==> images/wires.png <==
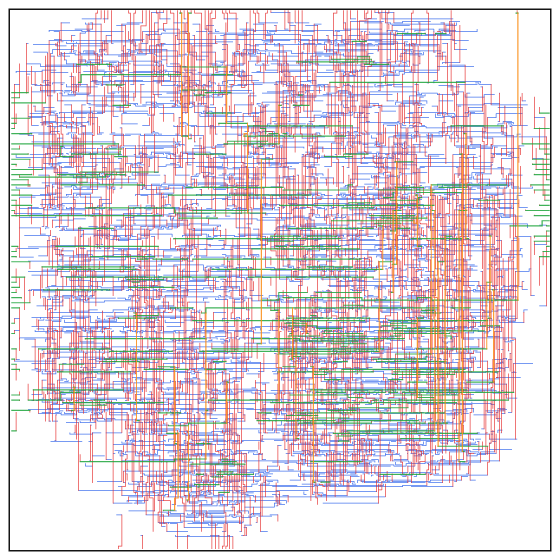
==> images/power_grid.png <==
Scale bar: 50 um. Pins as bars on the die edge. Tap cells in grey.
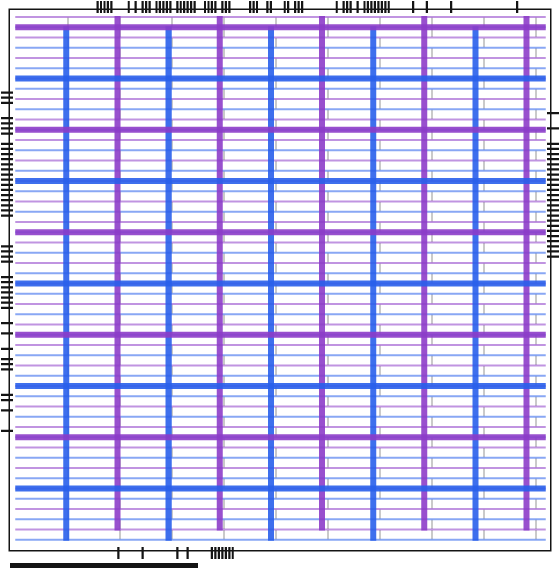
==> images/placement_by_type.png <==
Scale bar: 50 um.
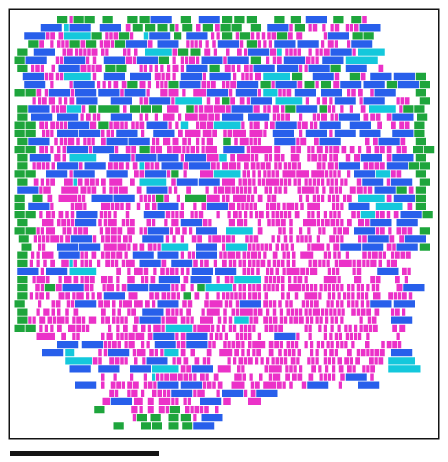
==> src/rtl/mult_booth_param_pkg.sv <==
// Shared definitions for the HI/LO multi-cycle arithmetic units.
// State encodings and counter sizing are common to the multiplier and the divider.
package mult_booth_param_pkg;

    typedef enum logic [1:0] {
        MULT_IDLE   = 2'd0,
        MULT_RUN    = 2'd1,
        MULT_FINISH = 2'd2
    } mult_state_e;

    // The step counter must be able to hold WIDTH+1.
    function automatic int mult_cnt_w(input int width);
        return $clog2(width + 2);
    endfunction

endpackage

==> src/rtl/mult_booth_param_booth_step.sv <==
// One radix-2 Booth step: conditional add of +/-M into A, then arithmetic shift of {A,Q,Q_1}.
module booth_step #(
    parameter int WIDTH = 32
) (
    input  logic [2*WIDTH+2:0] acc_in,
    input  logic [WIDTH:0]     m,
    input  logic [WIDTH:0]     neg_m,
    output logic [2*WIDTH+2:0] acc_out
);

    logic [WIDTH:0] a_cur;
    logic [WIDTH:0] a_sum;

    assign a_cur = acc_in[2*WIDTH+2 -: WIDTH+1];

    // acc_in[1:0] is {Q[0], Q_1}; sums wrap modulo 2^(WIDTH+1).
    always_comb begin
        a_sum = a_cur;
        case (acc_in[1:0])
            2'b10:   a_sum = a_cur + neg_m;
            2'b01:   a_sum = a_cur + m;
            default: a_sum = a_cur;
        endcase
    end

    assign acc_out = {a_sum[WIDTH], a_sum, acc_in[WIDTH+1:1]};

endmodule

==> src/rtl/mult_booth_param.sv <==
// Multi-cycle radix-2 Booth multiplier (MULT/MULTU) with start/busy/done handshake.
// Operands are captured at the accepting edge; hi/lo hold the last completed product.
module mult_booth_param
    import mult_booth_param_pkg::*;
#(
    parameter int WIDTH = 32
) (
    input  logic             clk,
    input  logic             reset,
    input  logic             start,
    input  logic             is_signed,
    input  logic [WIDTH-1:0] value_a,
    input  logic [WIDTH-1:0] value_b,
    output logic             busy,
    output logic             done,
    output logic [WIDTH-1:0] hi,
    output logic [WIDTH-1:0] lo
);

    localparam int CW = mult_cnt_w(WIDTH);
    localparam logic [CW-1:0] LAST_STEP = CW'(WIDTH + 1);

    mult_state_e        state;
    logic [CW-1:0]      cnt;
    logic [2*WIDTH+2:0] acc;
    logic [WIDTH:0]     m;
    logic [WIDTH:0]     neg_m;
    logic [2*WIDTH+2:0] acc_next;
    logic [WIDTH:0]     ext_a;
    logic [WIDTH:0]     ext_b;

    // One extra bit lets unsigned all-ones operands be treated as positive Booth values.
    assign ext_a = {is_signed & value_a[WIDTH-1], value_a};
    assign ext_b = {is_signed & value_b[WIDTH-1], value_b};

    booth_step #(.WIDTH(WIDTH)) u_step (
        .acc_in  (acc),
        .m       (m),
        .neg_m   (neg_m),
        .acc_out (acc_next)
    );

    always_ff @(posedge clk) begin
        if (reset) begin
            state <= MULT_IDLE;
            cnt   <= '0;
            acc   <= '0;
            m     <= '0;
            neg_m <= '0;
            busy  <= 1'b0;
            done  <= 1'b0;
            hi    <= '0;
            lo    <= '0;
        end else begin
            done <= 1'b0;
            case (state)
                MULT_IDLE: begin
                    if (start) begin
                        m     <= ext_a;
                        neg_m <= -ext_a;
                        acc   <= {{(WIDTH+1){1'b0}}, ext_b, 1'b0};
                        cnt   <= '0;
                        busy  <= 1'b1;
                        state <= MULT_RUN;
                    end
                end
                MULT_RUN: begin
                    acc <= acc_next;
                    cnt <= cnt + 1'b1;
                    if (cnt + 1'b1 == LAST_STEP)
                        state <= MULT_FINISH;
                end
                MULT_FINISH: begin
                    // Product is the low 2*WIDTH bits of {A,Q}.
                    hi    <= acc[2*WIDTH:WIDTH+1];
                    lo    <= acc[WIDTH:1];
                    done  <= 1'b1;
                    busy  <= 1'b0;
                    state <= MULT_IDLE;
                end
                default: state <= MULT_IDLE;
            endcase
        end
    end

endmodule

==> config.mk <==
export PLATFORM = sky130hd
export DESIGN_NAME = mult_booth_param
export DESIGN_NICKNAME = d
export VERILOG_FILES = /design/src/rtl/mult_booth_param_pkg.sv /design/src/rtl/mult_booth_param_booth_step.sv /design/src/rtl/mult_booth_param.sv
export SDC_FILE = /design/constraint.sdc
export NUM_CORES = 1
export LEC_CHECK = 0
export ABC_AREA = 1
export CAP_MARGIN = 20
export CORE_UTILIZATION = 57
export DETAILED_ROUTE_END_ITERATION = 7
export GPL_ROUTABILITY_DRIVEN = 0
export PLACE_DENSITY = 0.86
export SETUP_SLACK_MARGIN = 0.02
export SYNTH_ARGS = -nofsm -noshare
export SYNTH_HDL_FRONTEND = slang
export SYNTH_SLANG_ARGS = --single-unit
==> constraint.sdc <==
create_clock -name clk -period 3.65 [get_ports clk]
set_clock_uncertainty 0.15 [all_clocks]
set_input_delay 0.365 -clock clk [delete_from_list [all_inputs] [get_ports clk]]
set_output_delay 0.365 -clock clk [all_outputs]
set_load 0.005 [all_outputs]
==> results.yml <==
# flow metrics
hold_path:
  holdPathStages: 3
  hold_class: "input port to register"
  hp-start: "value_b[20]"
  whs_endpoint: "acc[21]"
die:
  rows: 51
  core_um2: 19500
  taps: 265
  die_area_um2: 20500
global_routing:
  grt_pass1_wl_mm: 52.0
  antenna_found_initial: 0
  grt_max_degree: 87
  grt.total_usage: 0.318
  use_met2: 0.498
  grt-ovfl-total: 0
  met1_usage: 0.434
timing:
  tightestPinTransition_ns: 0.995
  rsz0062_at_grt: "false"
  fin_setup_tns_ns: 0
  max_freq_mhz: 304
  finalHoldWorstSlack_ns: 0.275
  report.final.slew_viol_count: 0
  period_minus_slack_ns: 3.29
layout:
  flops: 205
  final_cell_count_no_fill: 2142
  dominant_cells: "logic gates"
  area_growth_syn_to_layout_pct: 19.3
  combGateArea_um2: 5890
  clk_share: 0.0584
  layout.cells.most_common: "nand2_1"
  comb_area_frac: 0.434
  clkbuf_count: 32
  drive_above_1_share: 0.0485
  antennaDiodeCount: 0
  num-nonclk-buffers: 145
power:
  p_sw_frac: 0.270
  p_leak_uw: 0.00627
  pwr_density_cell_nw_per_um2: 405
  power.internal_uw: 4020
  clkPwrFrac: 0.435
synthesis:
  synth_nets: 1873
  yosys.area.top_type: "dfxtp_1"
  synthMuxAreaShare: 0.000990
  top_area_frac: 0.361
  ys_ff: 205
  async_flop_share: 0
  flop_cell: "dfxtp_1"
  yosysChipArea_um2: 11400
  synthSimpleGateAreaFrac: 0.298
  ys_cells: 1767
  synthAdderAreaFrac: 0.0424
  synth_cells: 1767
  avgSynthCellArea_um2: 6.44
  edf_count: 0
drt:
  routed_wl_mm: 32.5
  vias_per_cell: 5.50
  route.detailed.drc: 0
  firstDrtPassIters: 5
  drtAntennaViolNets: 0
clocking:
  cts_root_buf: "clkbuf_16"
  h-tree-depth: 1
  clkLatencyLatePin_ns: 0.53
  clockBufferDepth: 3
  cts_tree: "yes"
  cts_sinks: 205
  path_clk_slew_ns: 0.06
  cts_resized: 0
  cts_hold_buf: 0
critical_path:
  endpoint: "acc[61]"
  arrival_ns: 3.60
  critPathCaptureType: "register"
  cp.required_ns: 3.96
  path_class: "register to register"
  timing.rr.start: "acc[1]"
  reg2reg_depth: 15
  worstReg2RegEnd: "acc[61]"
  start_kind: "register"
  cp_max_fo: 25
status:
  status: "complete, no violations"
place:
  port_buffers: 133
  dp_slack_ns: 0.494
Notes on wires.png above:
Orange stands for metal 4, wire length 1040 um. Blue stands for metal 1, wire length 13800 um. Green stands for metal 3, wire length 3210 um. Red stands for metal 2, wire length 14500 um.

Notes on power_grid.png above:
Purple stands for VDD. Blue stands for VSS.
10 straps on met5. The core has 51 rows. 134 signal pins sit on the boundary.

Notes on placement_by_type.png above:
Green stands for remaining buffers and delay cells, cells 145, share of their area 11%. Cyan stands for clock drivers and dummy loads, cells 42, share of their area 6.0%. Blue stands for sequential cells, cells 205, share of their area 31%. Magenta stands for combinational and other logic, cells 1485, share of their area 52%.

critical path, cell delays in order (launching register included):
cell,delay [ns]
dfxtp_1,0.31
inv_1,0.09
ha_2,0.50
buf_4,0.28
nor2_1,0.06
a21oi_1,0.28
ha_1,0.36
nand2_1,0.16
inv_1,0.06
a21oi_1,0.28
nand2_1,0.14
a21oi_1,0.23
nand2_1,0.08
nand2_1,0.06
nand3_1,0.06
a21oi_1,0.12
routing by layer:
layer | routed length, um | share of wire
met5 | 0 | 0
met1 | 13800 | 0.42
met4 | 1040 | 0.032
met2 | 14500 | 0.45
met3 | 3210 | 0.099
synth_stat cells, types with 5 or more instances:
master / number
nor3_1: 13
nor2_4: 6
nand2_1: 474
xnor2_1: 6
buf_2: 22
o21ai_0: 119
nand3b_1: 5
inv_2: 12
nand3_1: 78
clkbuf_8: 5
xor2_1: 14
nor2_1: 203
dfxtp_1: 205
inv_1: 258
clkbuf_1: 46
a211oi_1: 11
o21ai_1: 16
a21oi_1: 126
ha_1: 37
a31oi_1: 40
nand4_1: 13
o22ai_1: 11
or2_2: 7
stage by stage:
| step | power, uW | utilization |
|---|---|---|
| floorplan | 2890 | - |
| global placement | 3110 | 0.655 |
| detailed placement | 3130 | 0.655 |
| CTS | 5500 | 0.695 |
| global route | 5690 | 0.695 |
| finish | 5500 | 0.695 |
power by group through the flow:
stage	clock (uW)	sequential, uW	combinational (uW)
after floorplan	0	2420	468
after global placement	0	2440	667
after detailed placement	0	2450	685
after CTS	2410	2400	691
after global routing	2510	2410	778
final	2400	2400	707
registers in the layout (all words and copies together), names as in the netlist:
| signal | flops |
|---|---|
| neg_m | 32 |
| cnt | 6 |
| state | 2 |
| busy | 1 |
| lo | 32 |
| m | 33 |
| hi | 32 |
| done | 1 |
| acc | 66 |
Power and IR drop assume default switching activity.
